**config.mk**
```make
export PLATFORM = sky130hd
export DESIGN_NAME = panel_switches
export DESIGN_NICKNAME = d
export VERILOG_FILES = /design/src/rtl/panel_pkg.sv /design/src/rtl/debouncer.sv /design/src/rtl/panel_switches.sv
export SDC_FILE = /design/constraint.sdc
export NUM_CORES = 1
export LEC_CHECK = 0
export ABC_CLOCK_PERIOD_IN_PS = 2100
export CAP_MARGIN = 20
export CELL_PAD_IN_SITES_DETAIL_PLACEMENT = 1
export CELL_PAD_IN_SITES_GLOBAL_PLACEMENT = 1
export CORE_MARGIN = 2
export CORE_UTILIZATION = 45
export DETAILED_ROUTE_END_ITERATION = 12
export MAX_ROUTING_LAYER = met4
export PLACE_DENSITY_LB_ADDON = 0.1
export SLEW_MARGIN = 20
export SYNTH_ARGS = -nofsm -noshare
export SYNTH_HDL_FRONTEND = slang
export SYNTH_HIERARCHICAL = 1
export SYNTH_SLANG_ARGS = --single-unit
```
**constraint.sdc**
```tcl
create_clock -name clk -period 2.1 [get_ports clk]
set_clock_uncertainty 0.2 [all_clocks]
set_input_delay 0.42 -clock clk [delete_from_list [all_inputs] [get_ports clk]]
set_output_delay 0.42 -clock clk [all_outputs]
set_load 0.02 [all_outputs]
```
**src/rtl/panel_pkg.sv**
```systemverilog
// Shared types and constants for the front-panel input block.
package panel_pkg;

  localparam int DEBOUNCE_DEFAULT = 50000;

  typedef enum logic [1:0] {
    ST_HALT = 2'b00,
    ST_RUN  = 2'b01,
    ST_STEP = 2'b10
  } state_t;

  // Counter only needs to reach DEBOUNCE_CYCLES-1.
  function automatic int cnt_width(input int cycles);
    return (cycles < 2) ? 1 : $clog2(cycles);
  endfunction

endpackage

```
**src/rtl/debouncer.sv**
```systemverilog
// One-bit 2-flop synchronizer followed by a stable-count debouncer.
module debouncer
  import panel_pkg::*;
#(
  parameter int DEBOUNCE_CYCLES = DEBOUNCE_DEFAULT
) (
  input  logic clk,
  input  logic reset_n,
  input  logic raw,
  output logic db,
  output logic chg
);

  localparam int               CNT_W   = cnt_width(DEBOUNCE_CYCLES);
  localparam logic [CNT_W-1:0] CNT_MAX = CNT_W'(DEBOUNCE_CYCLES - 1);

  logic [1:0]       sync;
  logic [CNT_W-1:0] cnt;

  always_ff @(posedge clk or negedge reset_n) begin
    if (!reset_n) begin
      sync <= '0;
      cnt  <= '0;
      db   <= 1'b0;
      chg  <= 1'b0;
    end else begin
      sync <= {sync[0], raw};
      chg  <= 1'b0;
      if (sync[1] != db) begin
        if (cnt == CNT_MAX) begin
          db  <= sync[1];
          cnt <= '0;
          chg <= 1'b1;   // coincides with the new db value
        end else begin
          cnt <= cnt + 1'b1;
        end
      end else begin
        cnt <= '0;
      end
    end
  end

endmodule

```
**src/rtl/panel_switches.sv**
```systemverilog
// Front-panel switch/button input block: debounce, press edges, HALT/RUN/STEP
// machine control and deposit capture.
module panel_switches
  import panel_pkg::*;
#(
  parameter int DEBOUNCE_CYCLES = DEBOUNCE_DEFAULT,
  parameter int NUM_SW          = 8
) (
  input  logic              clk,
  input  logic              reset_n,
  input  logic [NUM_SW-1:0] sw_raw,
  input  logic              btn_run,
  input  logic              btn_halt,
  input  logic              btn_step,
  input  logic              btn_deposit,
  input  logic              machine_halt_req,
  output logic [NUM_SW-1:0] sw_value,
  output logic              sw_changed,
  output logic              deposit_pulse,
  output logic [NUM_SW-1:0] deposit_data,
  output logic              run_state,
  output logic              halted,
  output logic              step_pulse
);

  localparam int NUM_IN = NUM_SW + 4;
  localparam int B_RUN  = 0;
  localparam int B_HALT = 1;
  localparam int B_STEP = 2;
  localparam int B_DEP  = 3;

  logic [NUM_IN-1:0] raw_all, db_all, chg_all;
  logic [3:0]        press;
  state_t            state, nxt;

  assign raw_all = {btn_deposit, btn_step, btn_halt, btn_run, sw_raw};

  debouncer #(.DEBOUNCE_CYCLES(DEBOUNCE_CYCLES)) u_db [NUM_IN-1:0] (
    .clk     (clk),
    .reset_n (reset_n),
    .raw     (raw_all),
    .db      (db_all),
    .chg     (chg_all)
  );

  assign sw_value   = db_all[NUM_SW-1:0];
  assign sw_changed = |chg_all[NUM_SW-1:0];

  // A change that left the button high is a press; releases are dropped.
  always_ff @(posedge clk or negedge reset_n) begin
    if (!reset_n) press <= '0;
    else          press <= chg_all[NUM_IN-1:NUM_SW] & db_all[NUM_IN-1:NUM_SW];
  end

  always_comb begin
    nxt = state;
    case (state)
      ST_HALT: begin
        if      (press[B_HALT]) nxt = ST_HALT;
        else if (press[B_RUN])  nxt = ST_RUN;
        else if (press[B_STEP]) nxt = ST_STEP;
      end
      ST_RUN:  if (press[B_HALT] || machine_halt_req) nxt = ST_HALT;
      ST_STEP: nxt = ST_HALT;
      default: nxt = ST_HALT;
    endcase
  end

  always_ff @(posedge clk or negedge reset_n) begin
    if (!reset_n) begin
      state         <= ST_HALT;
      run_state     <= 1'b0;
      halted        <= 1'b1;
      step_pulse    <= 1'b0;
      deposit_pulse <= 1'b0;
      deposit_data  <= '0;
    end else begin
      state         <= nxt;
      run_state     <= (nxt == ST_RUN);
      halted        <= (nxt == ST_HALT);
      step_pulse    <= (nxt == ST_STEP);
      deposit_pulse <= press[B_DEP] && (state == ST_HALT);
      if (press[B_DEP] && (state == ST_HALT)) deposit_data <= sw_value;
    end
  end

endmodule

```
==> impl_metrics.csv, run 1 <==
group,metric,value,unit
outcome,status,"complete, but fails checks",
outcome,violations,"negative setup slack",
logic_synthesis,floorplan.nets,1133,
clock_tree,cts_tree,"done",
floorplan,core_util_floorplan,0.461,
sta,timing.final.ws_setup,-0.0366,ns
cells_and_area,area_delta_synth_final,21.8,%
job,warnings,28,
logic_synthesis,netlist_instances,1106,
logic_synthesis,mux_share,0.0211,
clock_tree,hold_buffers,1,
worst_setup_path,crit_type,"flip-flop to output port",
sta,slew-limit-headroom,0.704,
global_routing,grt_use_total,0.187,
sta,setup_violations,1,
global_routing,first_global_vias,8914,
logic_synthesis,topCombFamilyByArea,"simple AND/OR/NAND/NOR gates",
place,portBuffers,35,
worst_setup_path,cp-start-kind,"flip-flop",
worst_setup_path,reg2reg_from,"u_db[7]/cnt[4]",
==> run 1: report_power, final <==
| group | switching [mW] | leakage (nW) | total [mW] | internal (mW) |
|---|---|---|---|---|
| Sequential | 0.0770 | 3.52 | 5.14 | 5.06 |
| Combinational | 0.281 | 2.34 | 0.509 | 0.228 |
| Clock | 1.92 | 0.449 | 4.88 | 2.96 |
| Total | 2.28 | 6.31 | 10.5 | 8.25 |
==> run 1: synth_stat cells, types with 13 or more instances <==
library cell,instances,area [um2]
nand2_1,49,184
nor2_1,205,769
xnor2_1,132,1160
nor4_1,38,238
inv_1,36,135
nor3_1,48,240
nand4_1,60,375
xor2_1,48,420
dfrtp_1,257,6430
buf_6,13,146
nor2_2,26,163
nand3_1,60,300
==> run 1: sequential cells by signal (all words and copies together) (netlist names) <==
| signal | count |
|---|---|
| press | 4 |
| deposit_data | 8 |
| u_db/db | 12 |
| halted | 1 |
| step_pulse | 1 |
| deposit_pulse | 1 |
| state | 2 |
| u_db/sync | 24 |
| run_state | 1 |
| u_db/cnt | 192 |
| u_db/chg | 12 |
==> run 1: per-layer routing <==
| layer | vias up | share of wire | global-route usage | wire [um] |
|---|---|---|---|---|
| li1 | 4110 | - | - | - |
| met1 | 4199 | 0.46 | 0.240 | 11600 |
| met2 | 78 | 0.49 | 0.319 | 12500 |
| met3 | 34 | 0.028 | 0.0247 | 702 |
| met4 | 0 | 0.020 | 0.0435 | 509 |
| met5 | - | 0 | - | 0 |
==> run 1: layout make-up <==
class | count | share of cell area
inverters | 36 | 0.00918
clock inverters | 6 | 0.00561
clock buffers | 42 | 0.0567
flip-flops and latches | 258 | 0.439
well taps | 335 | 0.0285
multi-input cells | 779 | 0.348
repair buffers | 171 | 0.114
Run 1, cell placement:
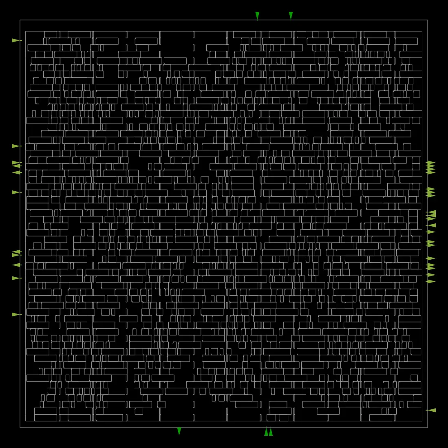
Core Footprint: 0.0262 mm2
Finished Layout Cells: 1627
Seq cells: 258
register share of the cell area: 0.439

Run 1, cell area per tile:
Drawn at 2 px/um. The die is cut into 17 by 17 equal tiles; dark blue is low, red is high, 0 to 100% covered.
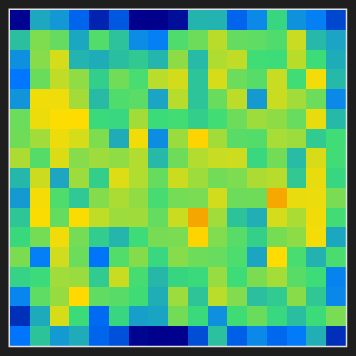
1.7% of the tiles are over 75% full. 2.1% of the tiles are nearly empty. The mean over all tiles is 51%.

Run 1, the metal 1 layer:
Drawn at 3 px/um. Supply wires on this layer in grey. Cells faint in the background.
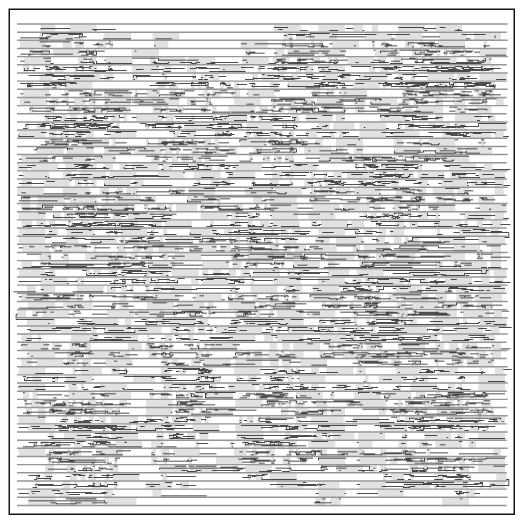
The layer carries 11600 um of wire. 1216 nets have wire on it. The layer holds 46% of the routed length.

==> inputs of run 2 (changes only) <==
SKIP_LAST_GASP = 1   (was unset)
Run 2, the metal 1 layer:
Drawn at 3 px/um. Supply wires on this layer in grey. Cells faint in the background.
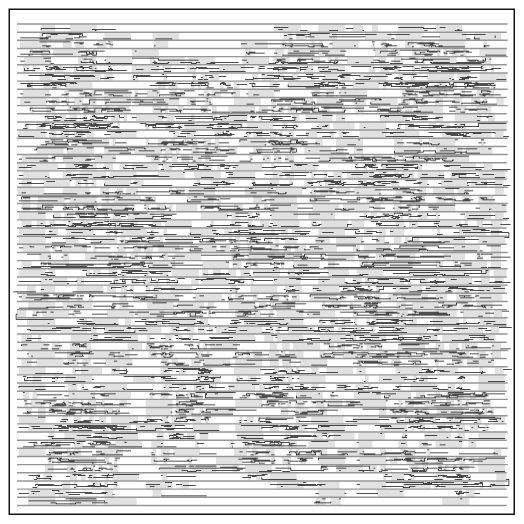
The wires run mostly horizontal. The layer carries 11600 um of wire. The layer holds 46% of the routed length. The longest straight run is 40.5 um. 1216 nets have wire on it.

Run 2, cell area per tile:
Drawn at 2 px/um. The die is cut into 17 by 17 equal tiles; dark blue is low, red is high, 0 to 100% covered.
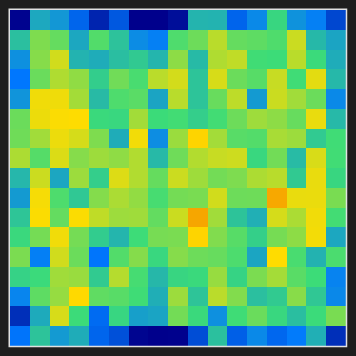
The fullest tile reaches 81%. The mean over all tiles is 51%. 1.7% of the tiles are over 75% full. 2.1% of the tiles are nearly empty.

Run 2, cell placement:
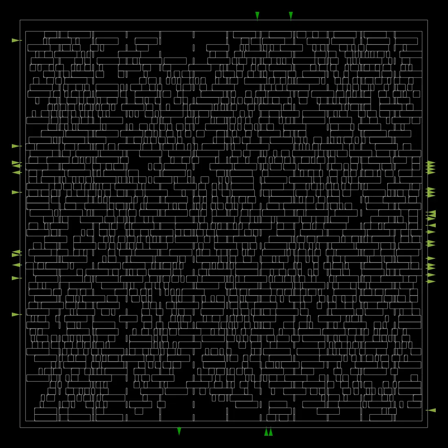
row cnt: 59
post-layout util: 0.561
filler cell count: 2813

==> run 2 against run 1 <==
Net effect: synthesized cell count did not move; worst hold slack barely moved; critical path type unchanged; die area did not move; final area barely moved; highest routed layer unchanged; the run still ends with negative setup slack left.
==> impl_metrics.csv, run 2 <==
group,metric,value,unit
outcome,violations,"negative setup slack",
floorplan,core_util_floorplan,0.461,
sta,slew-limit-headroom,0.704,
worst_setup_path,reg2reg_from,"u_db[4]/cnt[4]",
cells_and_area,top_regs,"u_db/cnt: 192 flops, u_db/sync: 24 flops",
power_and_ir_drop,power.share.clock,0.464,
power_and_ir_drop,p_comb_frac,0.048,
place,portBuffers,35,
logic_synthesis,synthTopCellsByArea,"dfrtp_1, xnor2_1, nor2_1, xor2_1, nand4_1",
global_routing,grt_util_met1,0.240,
worst_setup_path,cp-start-kind,"flip-flop",
logic_synthesis,yosysMostFrequentCell,"dfrtp_1",
power_and_ir_drop,sw_frac_of_total,0.217,
floorplan,core_area,0.0262,mm2
worst_setup_path,cpPeakStageDelay,0.37,ns
logic_synthesis,largest_area_cell,"dfrtp_1",
sta,setup_violations,1,
worst_setup_path,reg2reg_setup_slack,0.03,ns
global_routing,met2_usage,0.319,
logic_synthesis,top_area_frac,0.532,
outcome,status,"complete, but fails checks",
clock_tree,hold_buffers,1,
global_routing,first_global_vias,8914,
logic_synthesis,floorplan.nets,1133,
power_and_ir_drop,p_switching,2.28,mW
worst_setup_path,path_max_fanout,1,
power_and_ir_drop,p_int,8.25,mW
cells_and_area,area_delta_synth_final,21.8,%
cells_and_area,final_cells,1627,
global_routing,top_usage_layer,"met2",
routing,drtAntennaViolNets,0,
cells_and_area,largest_reg_flops,192,
global_routing,use_met3,0.0247,
global_routing,grt_use_total,0.187,
job,warnings,28,
power_and_ir_drop,sequentialPowerShare,0.488,
routing,drc,0,
logic_synthesis,yosys_area,0.0121,mm2
sta,timing.final.ws_setup,-0.0366,ns
run 2: cell type report:
class                   count  area [um2]
flip-flops and latches    258        6460
clock inverters             6        82.6
clock buffers              42         835
repair buffers            171        1680
fillers                  2813       11500
multi-input cells         779        5110
inverters                  36         135
well taps                 335         419
run 2: metal layers:
metal	up-vias	share of wire
met5	-	0
met4	0	0.020
met3	34	0.028
met2	78	0.49
met1	4197	0.46
li1	4109	-
run 2: how the worst min path moves through the flow:
stage,to,slack (ns),depth (start not counted)
3_5_place_dp,u_db[0]/sync[1],0.14,0
4_1_cts,u_db[1]/sync[0],0.09,1
3_3_place_gp,u_db[10]/sync[1],0.13,0
5_1_grt,u_db[1]/sync[0],0.10,1
6_report,u_db[1]/sync[0],0.12,1
2_1_floorplan,deposit_data[0],-0.08,0
run 2: power by group through the flow:
stage / Sequential (mW) / Combinational (mW) / Clock (mW)
floorplan: 5.22 / 0.255 / 0
global placement: 5.22 / 0.472 / 0
detailed placement: 5.22 / 0.484 / 0
CTS: 5.14 / 0.487 / 5.06
global route: 5.15 / 0.573 / 5.25
finish: 5.14 / 0.509 / 4.88
run 2: stage by stage:
step | setup slack [ns] | utilization
finish | -0.0366 | 0.561
detailed placement | 0.0468 | 0.518
global placement | 0.0697 | 0.518
CTS | -0.0981 | 0.553
global route | -0.130 | 0.561
floorplan | 0.00275 | -
run 2: kinds of logic after synthesis:
group	share of synthesized area
AOI/OAI and AO/OA	0.00311
xor gates and xnor gates	0.130
adders and majority gates	0.0124
buffers and inverters	0.0481
DFF	0.534
muxes	0.0211
and+or+nand+nor	0.250
run 2: worst max-delay path, delay by kind of cell (launching register included):
kind	cells	cell delay, ns
flip-flops	1	0.37
AND/OR/NAND/NOR	2	0.31
buffers and inverters	2	0.30
Power is estimated from default activity; no workload was simulated.
